### config.mk
export PLATFORM = sky130hd
export DESIGN_NAME = fifo_readout_ctrl_flat
export DESIGN_NICKNAME = d
export VERILOG_FILES = /design/src/rtl/fifo_readout_if.sv /design/src/rtl/fifo_readout_ctrl.sv /design/src/flat_wrapper.sv
export SDC_FILE = /design/constraint.sdc
export NUM_CORES = 1
export LEC_CHECK = 0
export CORE_ASPECT_RATIO = 2
export CORE_MARGIN = 2
export CORE_UTILIZATION = 40
export DETAILED_ROUTE_END_ITERATION = 7
export PLACE_DENSITY = 0.66
export SLEW_MARGIN = 10
export SYNTH_ARGS = -nofsm -noshare
export SYNTH_HDL_FRONTEND = slang
export SYNTH_SLANG_ARGS = --single-unit
export TNS_END_PERCENT = 30
### constraint.sdc
create_clock -name clk -period 4.3 [get_ports clk]
set_clock_uncertainty 0.2 [all_clocks]
set_input_delay 0.43 -clock clk [delete_from_list [all_inputs] [get_ports clk]]
set_output_delay 0.43 -clock clk [all_outputs]
set_load 0.01 [all_outputs]
### src/rtl/fifo_readout_if.sv
// ============================================================================
//  Module   : fifo_readout_if
//  Purpose  : Pop handshake and FIFO control signals of the event-FIFO
//             readout path.
//  Revision : 1.0  initial release
// ============================================================================
`default_nettype none

interface fifo_readout_if #(
    parameter int AWIDTH = 12
);
    logic              pop_req;
    logic              pop_ack;
    logic              pop_empty;
    logic              fifo_rd_en;
    logic              fifo_rst_n;
    logic [AWIDTH-1:0] fifo_numel;

    // Requester / FIFO side
    modport master (
        output pop_req,
        output fifo_numel,
        input  pop_ack,
        input  pop_empty,
        input  fifo_rd_en,
        input  fifo_rst_n
    );

    // Controller side
    modport slave (
        input  pop_req,
        input  fifo_numel,
        output pop_ack,
        output pop_empty,
        output fifo_rd_en,
        output fifo_rst_n
    );
endinterface

`default_nettype wire

### src/rtl/fifo_readout_ctrl.sv
// ============================================================================
//  Module   : fifo_readout_ctrl
//  Purpose  : Event-FIFO controller: reset sequencing, pop serialisation,
//             hysteretic IRQ, high-water mark and sticky underflow.
//  Revision : 1.0  initial release
// ============================================================================
`default_nettype none

module fifo_readout_ctrl #(
    parameter int AWIDTH     = 12,
    parameter int RST_CYCLES = 4,
    parameter int RD_LAT     = 1
) (
    input  wire logic              clk,
    input  wire logic              rst_n,
    fifo_readout_if.slave          bus,
    input  wire logic [AWIDTH-1:0] irq_assert_thresh,
    input  wire logic [AWIDTH-1:0] irq_deassert_thresh,
    input  wire logic              sw_fifo_rst,
    input  wire logic              clr_flags,
    output logic                   irq,
    output logic                   underflow,
    output logic [AWIDTH-1:0]      hwm,
    output logic                   busy
);

    localparam int c_CNT_MAX = (RST_CYCLES > RD_LAT) ? RST_CYCLES : RD_LAT;
    localparam int c_CW      = $clog2(c_CNT_MAX + 1);
    localparam logic [c_CW-1:0] c_RST_LOAD  = c_CW'(RST_CYCLES - 1);
    localparam logic [c_CW-1:0] c_WAIT_LOAD = c_CW'((RD_LAT >= 2) ? (RD_LAT - 2) : 0);

    typedef enum logic [2:0] {
        S_RST_HOLD = 3'd0,
        S_IDLE     = 3'd1,
        S_POP      = 3'd2,
        S_WAIT     = 3'd3,
        S_ACK      = 3'd4
    } state_t;

    state_t            r_state, w_state_nxt;
    logic [c_CW-1:0]   r_cnt, w_cnt_nxt;
    logic              r_rst_pend, w_rst_pend_nxt;
    logic              w_uflow_set, w_pop_empty_nxt, w_hwm_clr;
    logic              w_irq_cfg_ok, w_irq_nxt;

    logic              r_pop_ack, r_pop_empty, r_rd_en, r_fifo_rst_n;
    logic              r_irq, r_underflow, r_busy;
    logic [AWIDTH-1:0] r_hwm;

    always_comb begin
        w_state_nxt     = r_state;
        w_cnt_nxt       = r_cnt;
        w_rst_pend_nxt  = r_rst_pend;
        w_uflow_set     = 1'b0;
        w_pop_empty_nxt = 1'b0;
        w_hwm_clr       = 1'b0;

        case (r_state)
            S_RST_HOLD: begin
                if (sw_fifo_rst) begin
                    w_cnt_nxt = c_RST_LOAD;
                end else if (r_cnt == '0) begin
                    w_state_nxt = S_IDLE;
                    w_hwm_clr   = 1'b1;
                end else begin
                    w_cnt_nxt = r_cnt - 1'b1;
                end
            end
            S_IDLE: begin
                if (sw_fifo_rst) begin
                    w_state_nxt = S_RST_HOLD;
                    w_cnt_nxt   = c_RST_LOAD;
                end else if (bus.pop_req) begin
                    if (bus.fifo_numel != '0) begin
                        w_state_nxt = S_POP;
                    end else begin
                        w_state_nxt     = S_ACK;
                        w_pop_empty_nxt = 1'b1;
                        w_uflow_set     = 1'b1;
                    end
                end
            end
            S_POP: begin
                w_rst_pend_nxt = r_rst_pend | sw_fifo_rst;
                if (RD_LAT <= 1) begin
                    w_state_nxt = S_ACK;
                end else begin
                    w_state_nxt = S_WAIT;
                    w_cnt_nxt   = c_WAIT_LOAD;
                end
            end
            S_WAIT: begin
                w_rst_pend_nxt = r_rst_pend | sw_fifo_rst;
                if (r_cnt == '0) begin
                    w_state_nxt = S_ACK;
                end else begin
                    w_cnt_nxt = r_cnt - 1'b1;
                end
            end
            S_ACK: begin
                // A reset request in the ack cycle itself must not be lost
                if (r_rst_pend || sw_fifo_rst) begin
                    w_state_nxt = S_RST_HOLD;
                    w_cnt_nxt   = c_RST_LOAD;
                end else begin
                    w_state_nxt = S_IDLE;
                end
            end
            default: begin
                w_state_nxt = S_RST_HOLD;
                w_cnt_nxt   = c_RST_LOAD;
            end
        endcase

        if (w_state_nxt == S_RST_HOLD) begin
            w_rst_pend_nxt = 1'b0;
        end
    end

    always_comb begin
        w_irq_cfg_ok = (irq_assert_thresh != '0) && (irq_deassert_thresh < irq_assert_thresh);
        w_irq_nxt    = r_irq;
        if ((r_state == S_RST_HOLD) || !w_irq_cfg_ok) begin
            w_irq_nxt = 1'b0;
        end else if (!r_irq && (bus.fifo_numel >= irq_assert_thresh)) begin
            w_irq_nxt = 1'b1;
        end else if (r_irq && (bus.fifo_numel <= irq_deassert_thresh)) begin
            w_irq_nxt = 1'b0;
        end
    end

    always_ff @(posedge clk or negedge rst_n) begin
        if (!rst_n) begin
            r_state      <= S_RST_HOLD;
            r_cnt        <= c_RST_LOAD;
            r_rst_pend   <= 1'b0;
            r_pop_ack    <= 1'b0;
            r_pop_empty  <= 1'b0;
            r_rd_en      <= 1'b0;
            r_fifo_rst_n <= 1'b0;
            r_irq        <= 1'b0;
            r_underflow  <= 1'b0;
            r_hwm        <= '0;
            r_busy       <= 1'b1;
        end else begin
            r_state      <= w_state_nxt;
            r_cnt        <= w_cnt_nxt;
            r_rst_pend   <= w_rst_pend_nxt;
            // Outputs decode the next state so they are registered yet aligned
            r_pop_ack    <= (w_state_nxt == S_ACK);
            r_pop_empty  <= w_pop_empty_nxt;
            r_rd_en      <= (w_state_nxt == S_POP);
            r_fifo_rst_n <= (w_state_nxt != S_RST_HOLD);
            r_busy       <= (w_state_nxt != S_IDLE);
            r_irq        <= w_irq_nxt;

            if (w_uflow_set) begin
                r_underflow <= 1'b1;
            end else if (clr_flags) begin
                r_underflow <= 1'b0;
            end

            // On clear the current occupancy is the first sample of the new window
            if (w_hwm_clr) begin
                r_hwm <= '0;
            end else if (clr_flags || (bus.fifo_numel > r_hwm)) begin
                r_hwm <= bus.fifo_numel;
            end
        end
    end

    assign bus.pop_ack    = r_pop_ack;
    assign bus.pop_empty  = r_pop_empty;
    assign bus.fifo_rd_en = r_rd_en;
    assign bus.fifo_rst_n = r_fifo_rst_n;
    assign irq            = r_irq;
    assign underflow      = r_underflow;
    assign hwm            = r_hwm;
    assign busy           = r_busy;

endmodule

`default_nettype wire

### src/flat_wrapper.sv
// flat-port wrapper written by rule: the top's interface ports become plain ports
module fifo_readout_ctrl_flat 
#(
    parameter int AWIDTH     = 12,
    parameter int RST_CYCLES = 4,
    parameter int RD_LAT     = 1
)
  (clk, rst_n, irq_assert_thresh, irq_deassert_thresh, sw_fifo_rst, clr_flags, irq, underflow, hwm, busy, bus_pop_req, bus_fifo_numel, bus_pop_ack, bus_pop_empty, bus_fifo_rd_en, bus_fifo_rst_n);
  fifo_readout_if #(.AWIDTH(AWIDTH)) bus_i ();
  input  wire logic clk;
  input  wire logic rst_n;
  input  wire logic [AWIDTH-1:0] irq_assert_thresh;
  input  wire logic [AWIDTH-1:0] irq_deassert_thresh;
  input  wire logic sw_fifo_rst;
  input  wire logic clr_flags;
  output logic irq;
  output logic underflow;
  output logic [AWIDTH-1:0] hwm;
  output logic busy;
  input wire logic [$bits(bus_i.pop_req)-1:0] bus_pop_req;
  input wire logic [$bits(bus_i.fifo_numel)-1:0] bus_fifo_numel;
  output wire logic [$bits(bus_i.pop_ack)-1:0] bus_pop_ack;
  output wire logic [$bits(bus_i.pop_empty)-1:0] bus_pop_empty;
  output wire logic [$bits(bus_i.fifo_rd_en)-1:0] bus_fifo_rd_en;
  output wire logic [$bits(bus_i.fifo_rst_n)-1:0] bus_fifo_rst_n;
  assign bus_i.pop_req = bus_pop_req;
  assign bus_i.fifo_numel = bus_fifo_numel;
  assign bus_pop_ack = bus_i.pop_ack;
  assign bus_pop_empty = bus_i.pop_empty;
  assign bus_fifo_rd_en = bus_i.fifo_rd_en;
  assign bus_fifo_rst_n = bus_i.fifo_rst_n;
  fifo_readout_ctrl #(.AWIDTH(AWIDTH), .RST_CYCLES(RST_CYCLES), .RD_LAT(RD_LAT)) u_core (.clk(clk), .rst_n(rst_n), .bus(bus_i), .irq_assert_thresh(irq_assert_thresh), .irq_deassert_thresh(irq_deassert_thresh), .sw_fifo_rst(sw_fifo_rst), .clr_flags(clr_flags), .irq(irq), .underflow(underflow), .hwm(hwm), .busy(busy));
endmodule
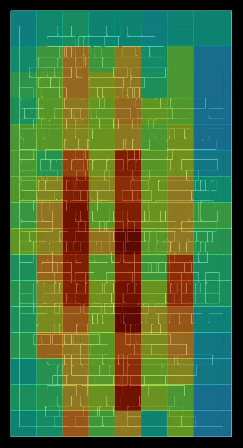
**Above:** run 1 (routing congestion).
met1 GRT Util: 20.0%
detail-routed net length per standard cell: 15.4 um
GR Util met3: 1.26%
post-route core utilization: 54.5%

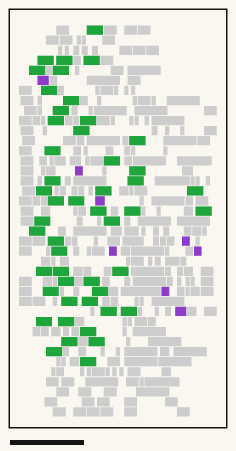
**Above:** run 1 (gate-type map).
The bar under the picture is 20 um long.
[green] adder and majority cells | cells: 49 | most used: ha_1
[purple] AND and OR gates | cells: 8

==> flow_summary.yaml, run 1 <==
# physical design summary
power:
  p_per_area_nw_per_um2: 348
logic_synthesis:
  most_common_cell: "ha_1"
  syn_area_per_cell_um2: 8.72
  async_flop_share_pct: 100
  common_cells: "ha_1, inv_1, nand2_1"
  synth_cell_types: 42
clocking:
  clk_path_buf_depth: 2
  cts_resized: 0
  cts_tree: "done"
  root_buffer: "clkbuf_16"
placement:
  hpwlAfterDp_um: 5140
  port_buffers: 59
final_timing:
  hold_viol_final: 0
  maxSlewViolCount: 0
worst_setup_path:
  critical-path-top-delay-family: "AND-OR/OR-AND gates"
finish:
  flops: 26
  num-clock-buffers: 3
  nFillCells: 544
  insertedDiodeCount: 0
  clk_share_pct: 3.38
route:
  drt_iter0_markers: 55
  drc_errors: 0
  drtAntennaViolNets: 0
  top_layer: "met4"
global_routing:
  top_usage_layer: "met2"
hold_path:
  worstHoldStart: "u_core.underflow$_DFFE_PN0P_"
outcome:
  status: "finished, final reports clean"
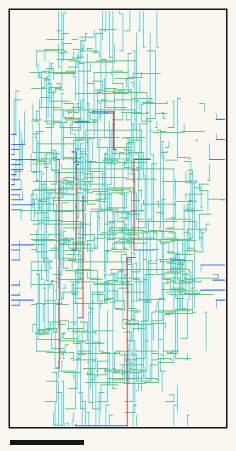
**Above:** run 1 (signal wires by layer).
The bar under the picture is 20 um long.
[blue] met3 | wire length: 136 um
[red] met4 | wire length: 192 um
[green] met1 | wire length: 2130 um
[cyan] met2 | wire length: 3550 um
drt total wl: 6000 um
Tot GR Track Use: 19.4%

-- run 1: power by group --
part           internal, W  leakage (nW)  total, W  switching (W)
logic             0.000235          1.20  0.000461       0.000226
registers         0.000303         0.326  0.000347      0.0000445
clock network     0.000185        0.0511  0.000272      0.0000869
-- run 1: cell families (layout without fill, tap and decap cells) --
logic type / Yosys count / in the layout / share of synthesized area [%]
and+or+nand+nor: 85 / 85 / 18.4
AOI/OAI and AO/OA: 51 / 51 / 14.1
adders and majority gates: 49 / 49 / 25.8
buffers and inverters: 47 / 105 / 8.23
DFF: 26 / 26 / 27.6
muxes: 13 / 13 / 5.54
xor gates and xnor gates: 1 / 1 / 0.369
==> run 2, diff against run 1 <==
--- a/config.mk
+++ b/config.mk
@@ -9,7 +9,7 @@
 export CORE_MARGIN = 2
 export CORE_UTILIZATION = 40
 export DETAILED_ROUTE_END_ITERATION = 7
-export PLACE_DENSITY = 0.66
+export PLACE_DENSITY = 0.69
 export SLEW_MARGIN = 10
 export SYNTH_ARGS = -nofsm -noshare
 export SYNTH_HDL_FRONTEND = slang
==> constraint.sdc (replaced) <==
create_clock -name clk -period 2.4 [get_ports clk]
set_clock_uncertainty 0.2 [all_clocks]
set_input_delay 0.24 -clock clk [delete_from_list [all_inputs] [get_ports clk]]
set_output_delay 0.24 -clock clk [all_outputs]
set_load 0.01 [all_outputs]
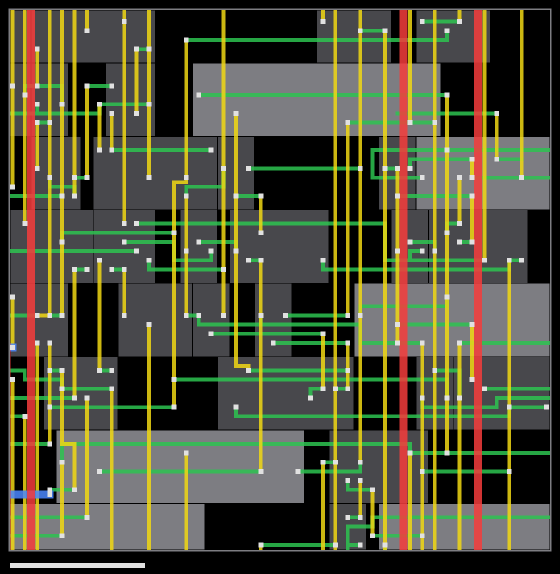
**Above:** run 2 (close-up of the layout).
The bar under the picture is 5 um long. Window x 19 to 39, y 69 to 89 um. Cells in grey, sequential cells in the stronger grey; small squares are vias.
[blue] met3
[green] met1
[yellow] met2
[red] met4
most frequent: nand2_1 (9), dfrtp_1 (6), mux2i_1 (4)
cells with their middle in the window: 31
netlist names of flops here include: u_core.hwm (5), u_core.irq (1)
sequential cells in the window: 6

==> run 2 against run 1 <==
Clock power rose by about 50%. Routed wire length rose by 5.5%. Clock-buffer cell count rose by 1. Critical path depth did not move. Final cell count rose by 5.1%. Utilization rose by 2.6 points. Via count rose by 5.0%. Largest cell class unchanged. Critical path type unchanged. Synthesized cell count did not move. Flip-flop count did not move. Synthesized area did not move. Largest power group unchanged. Setup slack got worse by 1400 ps.
==> flow_summary.yaml, run 2 <==
# physical design summary
outcome:
  status: "finished, final reports clean"
logic_synthesis:
  adder_share_pct: 25.8
  netlist.area_leader.share_pct: 25.8
  most_common_cell: "ha_1"
  mux_share_pct: 5.54
  top_logic_kind: "adder cells"
  common_cells: "ha_1, inv_1, nand2_1"
  synth_xor_xnor_area_share_pct: 0.369
  syn_area_per_cell_um2: 8.72
  yosys_cells: 272
  yosys.area_share.aoi_pct: 14.1
power:
  power_frac_clock_pct: 21.1
  p_seq_share_pct: 32.2
  p_comb_w: 0.000901
  p_clk_w: 0.000407
  top_power_group: "combinational cells"
  p_int_w: 0.00127
  pg_seq_w: 0.000621
  p_per_area_nw_per_um2: 592
  sw_frac_of_total_pct: 34.0
  power.switching_w: 0.000656
finish:
  flops: 26
  nFillCells: 555
  clk_share_pct: 2.72
  seq_share_pct: 20.1
  insertedDiodeCount: 0
  utilization_pct: 57.1
  num-clock-buffers: 4
floorplan:
  io_pins: 60
final_timing:
  maxSlewViolCount: 0
  hold_viol_final: 0
placement:
  port_buffers: 59
  hpwlAfterDp_um: 5490
clocking:
  root_buffer: "clkbuf_16"
  clk_path_buf_depth: 2
  numCtsBuffers: 3
route:
  wirelength_um: 6340
  top_layer: "met4"
  drtAntennaViolNets: 0
global_routing:
  grtUsageTotal_pct: 20.7
  top_usage_layer: "met2"
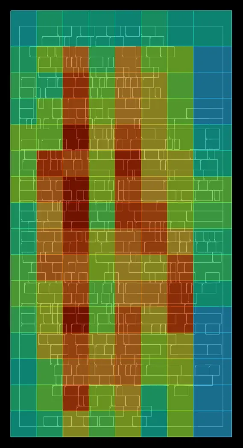
**Above:** run 2 (routing congestion).
met1 GRT Util: 20.5%
detail-routed net length per standard cell: 15.4 um
GR Util met3: 0.914%

-- run 2: cell counts after synthesis --
No cell type changed its count.
-- run 2: per-stage QoR --
stage               power (W)  TNS [ps]  setup slack [ps]  area, um2
finish                0.00193         0              73.2       3260
global route          0.00207     -13.3             -11.6       3260
floorplan             0.00111         0               157       2370
global placement      0.00151     -1620              -130       3170
CTS                   0.00194         0              80.5       3260
detailed placement    0.00153     -2240              -203       3170
-- run 2: kinds of logic after synthesis --
family / Yosys count
simple gates: 85
xor+xnor: 1
flops: 26
buf+inv: 47
fa+ha+maj: 49
mux: 13
compound gates: 51
-- run 2: critical path: stages --
cell and delay (ps):
clkdlybuf4s50_1 440, ha_1 340, a21oi_1 150, nand2_1 110
a2111o_1 460, a21oi_4 180, buf_12 170, mux2i_2 210
==> run 3, diff against run 2 <==
--- a/config.mk
+++ b/config.mk
@@ -8,6 +8,7 @@
 export CORE_ASPECT_RATIO = 2
 export CORE_MARGIN = 2
 export CORE_UTILIZATION = 40
+export CTS_BUF_LIST = sky130_fd_sc_hd__clkbuf_2 sky130_fd_sc_hd__clkbuf_4 sky130_fd_sc_hd__clkbuf_8
 export DETAILED_ROUTE_END_ITERATION = 7
 export PLACE_DENSITY = 0.69
 export SLEW_MARGIN = 10
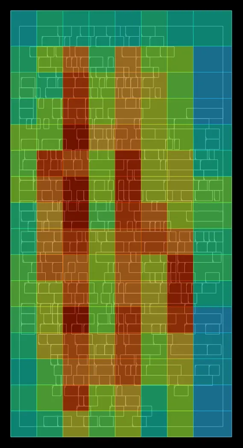
**Above:** run 3 (routing congestion).
met1 GRT Util: 20.5%
post-route core utilization: 57.6%
GR peak layer: met2
Tot GR Track Use: 20.6%
met2 usage: 39.0%

==> run 3 against run 2 <==
Via count grew 1.0%. Final cell count up 0.97%. Critical path depth increased by 1. Global-route usage fell by 0.069 points. Clock-buffer cell count stayed put. First-iteration DRC count grew 13%. Synthesized cell count unchanged. Critical path type is now flip-flop to flip-flop. Setup slack better by 30 ps.
==> flow_summary.yaml, run 3 <==
# physical design summary
power:
  p_per_area_nw_per_um2: 567
  p_total_w: 0.00186
logic_synthesis:
  async_flop_share_pct: 100
  syn_area_per_cell_um2: 8.72
  adder_share_pct: 25.8
  synthSimpleGateAreaFrac_pct: 18.4
  common_cells: "ha_1, inv_1, nand2_1"
  synth_cell_types: 42
  netlist.area_leader.share_pct: 25.8
  top_logic_kind: "adder cells"
  synth_xor_xnor_area_share_pct: 0.369
worst_setup_path:
  cp.depth: 9
  critPathMaxStageDelay_ps: 420
  cp_cell_sequence: "inv_1 > ha_1 > a21o_1 > nand3_2 > a21oi_2 > a2111o_1 > a21oi_4 > clkbuf_16 > mux2i_1"
  critPathSlowestCell: "a2111o_1"
placement:
  hpwlAfterDp_um: 5490
  placed_cell_area_um2: 3170
  port_buffers: 59
clocking:
  root_buffer: "clkbuf_8"
  clk_path_buf_depth: 2
  numCtsBuffers: 3
  cts_resized: 0
outcome:
  status: "finished, final reports clean"
route:
  drtAntennaViolNets: 0
  wirelength_um: 6420
floorplan:
  io_pins: 60
final_timing:
  hold_viol_final: 0
  maxSlewViolCount: 0
  finalSetupTns_ps: 0
finish:
  final_area_um2: 3290
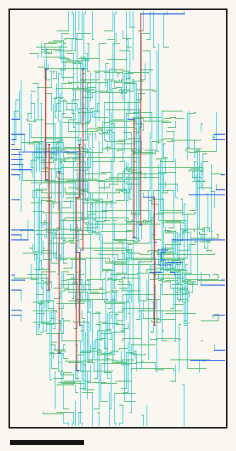
**Above:** run 3 (signal wires by layer).
The bar under the picture is 20 um long.
[red] met4 | wire length: 373 um
[green] met1 | wire length: 2240 um
[cyan] met2 | wire length: 3640 um
[blue] met3 | wire length: 165 um
detail-routed net length per standard cell: 15.5 um
Vias: 2262

run 3: cell counts after synthesis:
Identical to the previous run, type by type.
run 3: final cells by class:
cell class	count	area, um2	share of cell area, %
multi-input combinational	199	1540	46.8
clock buffer	4	55.1	1.67
tap	61	76.3	2.32
sequential	26	654	19.9
inverter	41	154	4.68
timing repair buffer	84	808	24.6
run 3: layer usage:
layer	vias to the layer above	GRT usage [%]	wire length, um
met5	-	0	0
met4	0	13.8	372
li1	1124	-	-
met1	1055	20.5	2240
met2	64	39.0	3640
met3	19	0.571	164
run 3: power by group:
group	total (W)	leakage (nW)	switching [W]	internal, W
registers	0.000619	0.326	0.0000767	0.000542
logic	0.000956	1.33	0.000443	0.000513
clock network	0.000289	0.0288	0.000142	0.000147

==> notes/layouts.md <==
Pictures saved along the way, in no particular order.

Where the registers sit.
The bar under the picture is 20 um long.
(a)
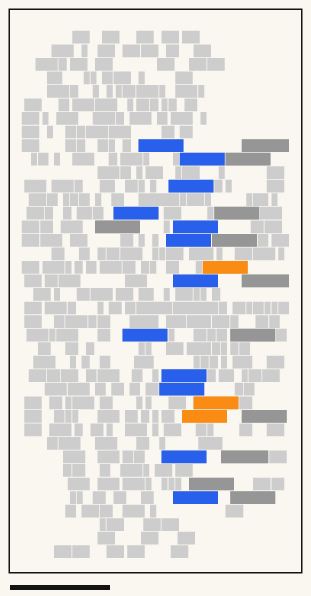
(b)
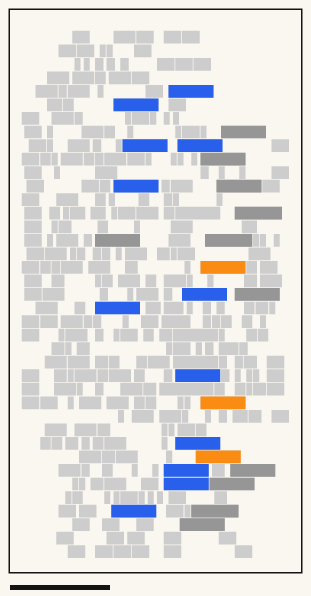
(b) -> run 1
(a) -> run 3

Key to (b):
[orange] u_core.r_state | flops: 3
[blue] u_core.hwm | flops: 12
not coloured: 11

No activity file was given, so power comes from the tool's default toggle rates.
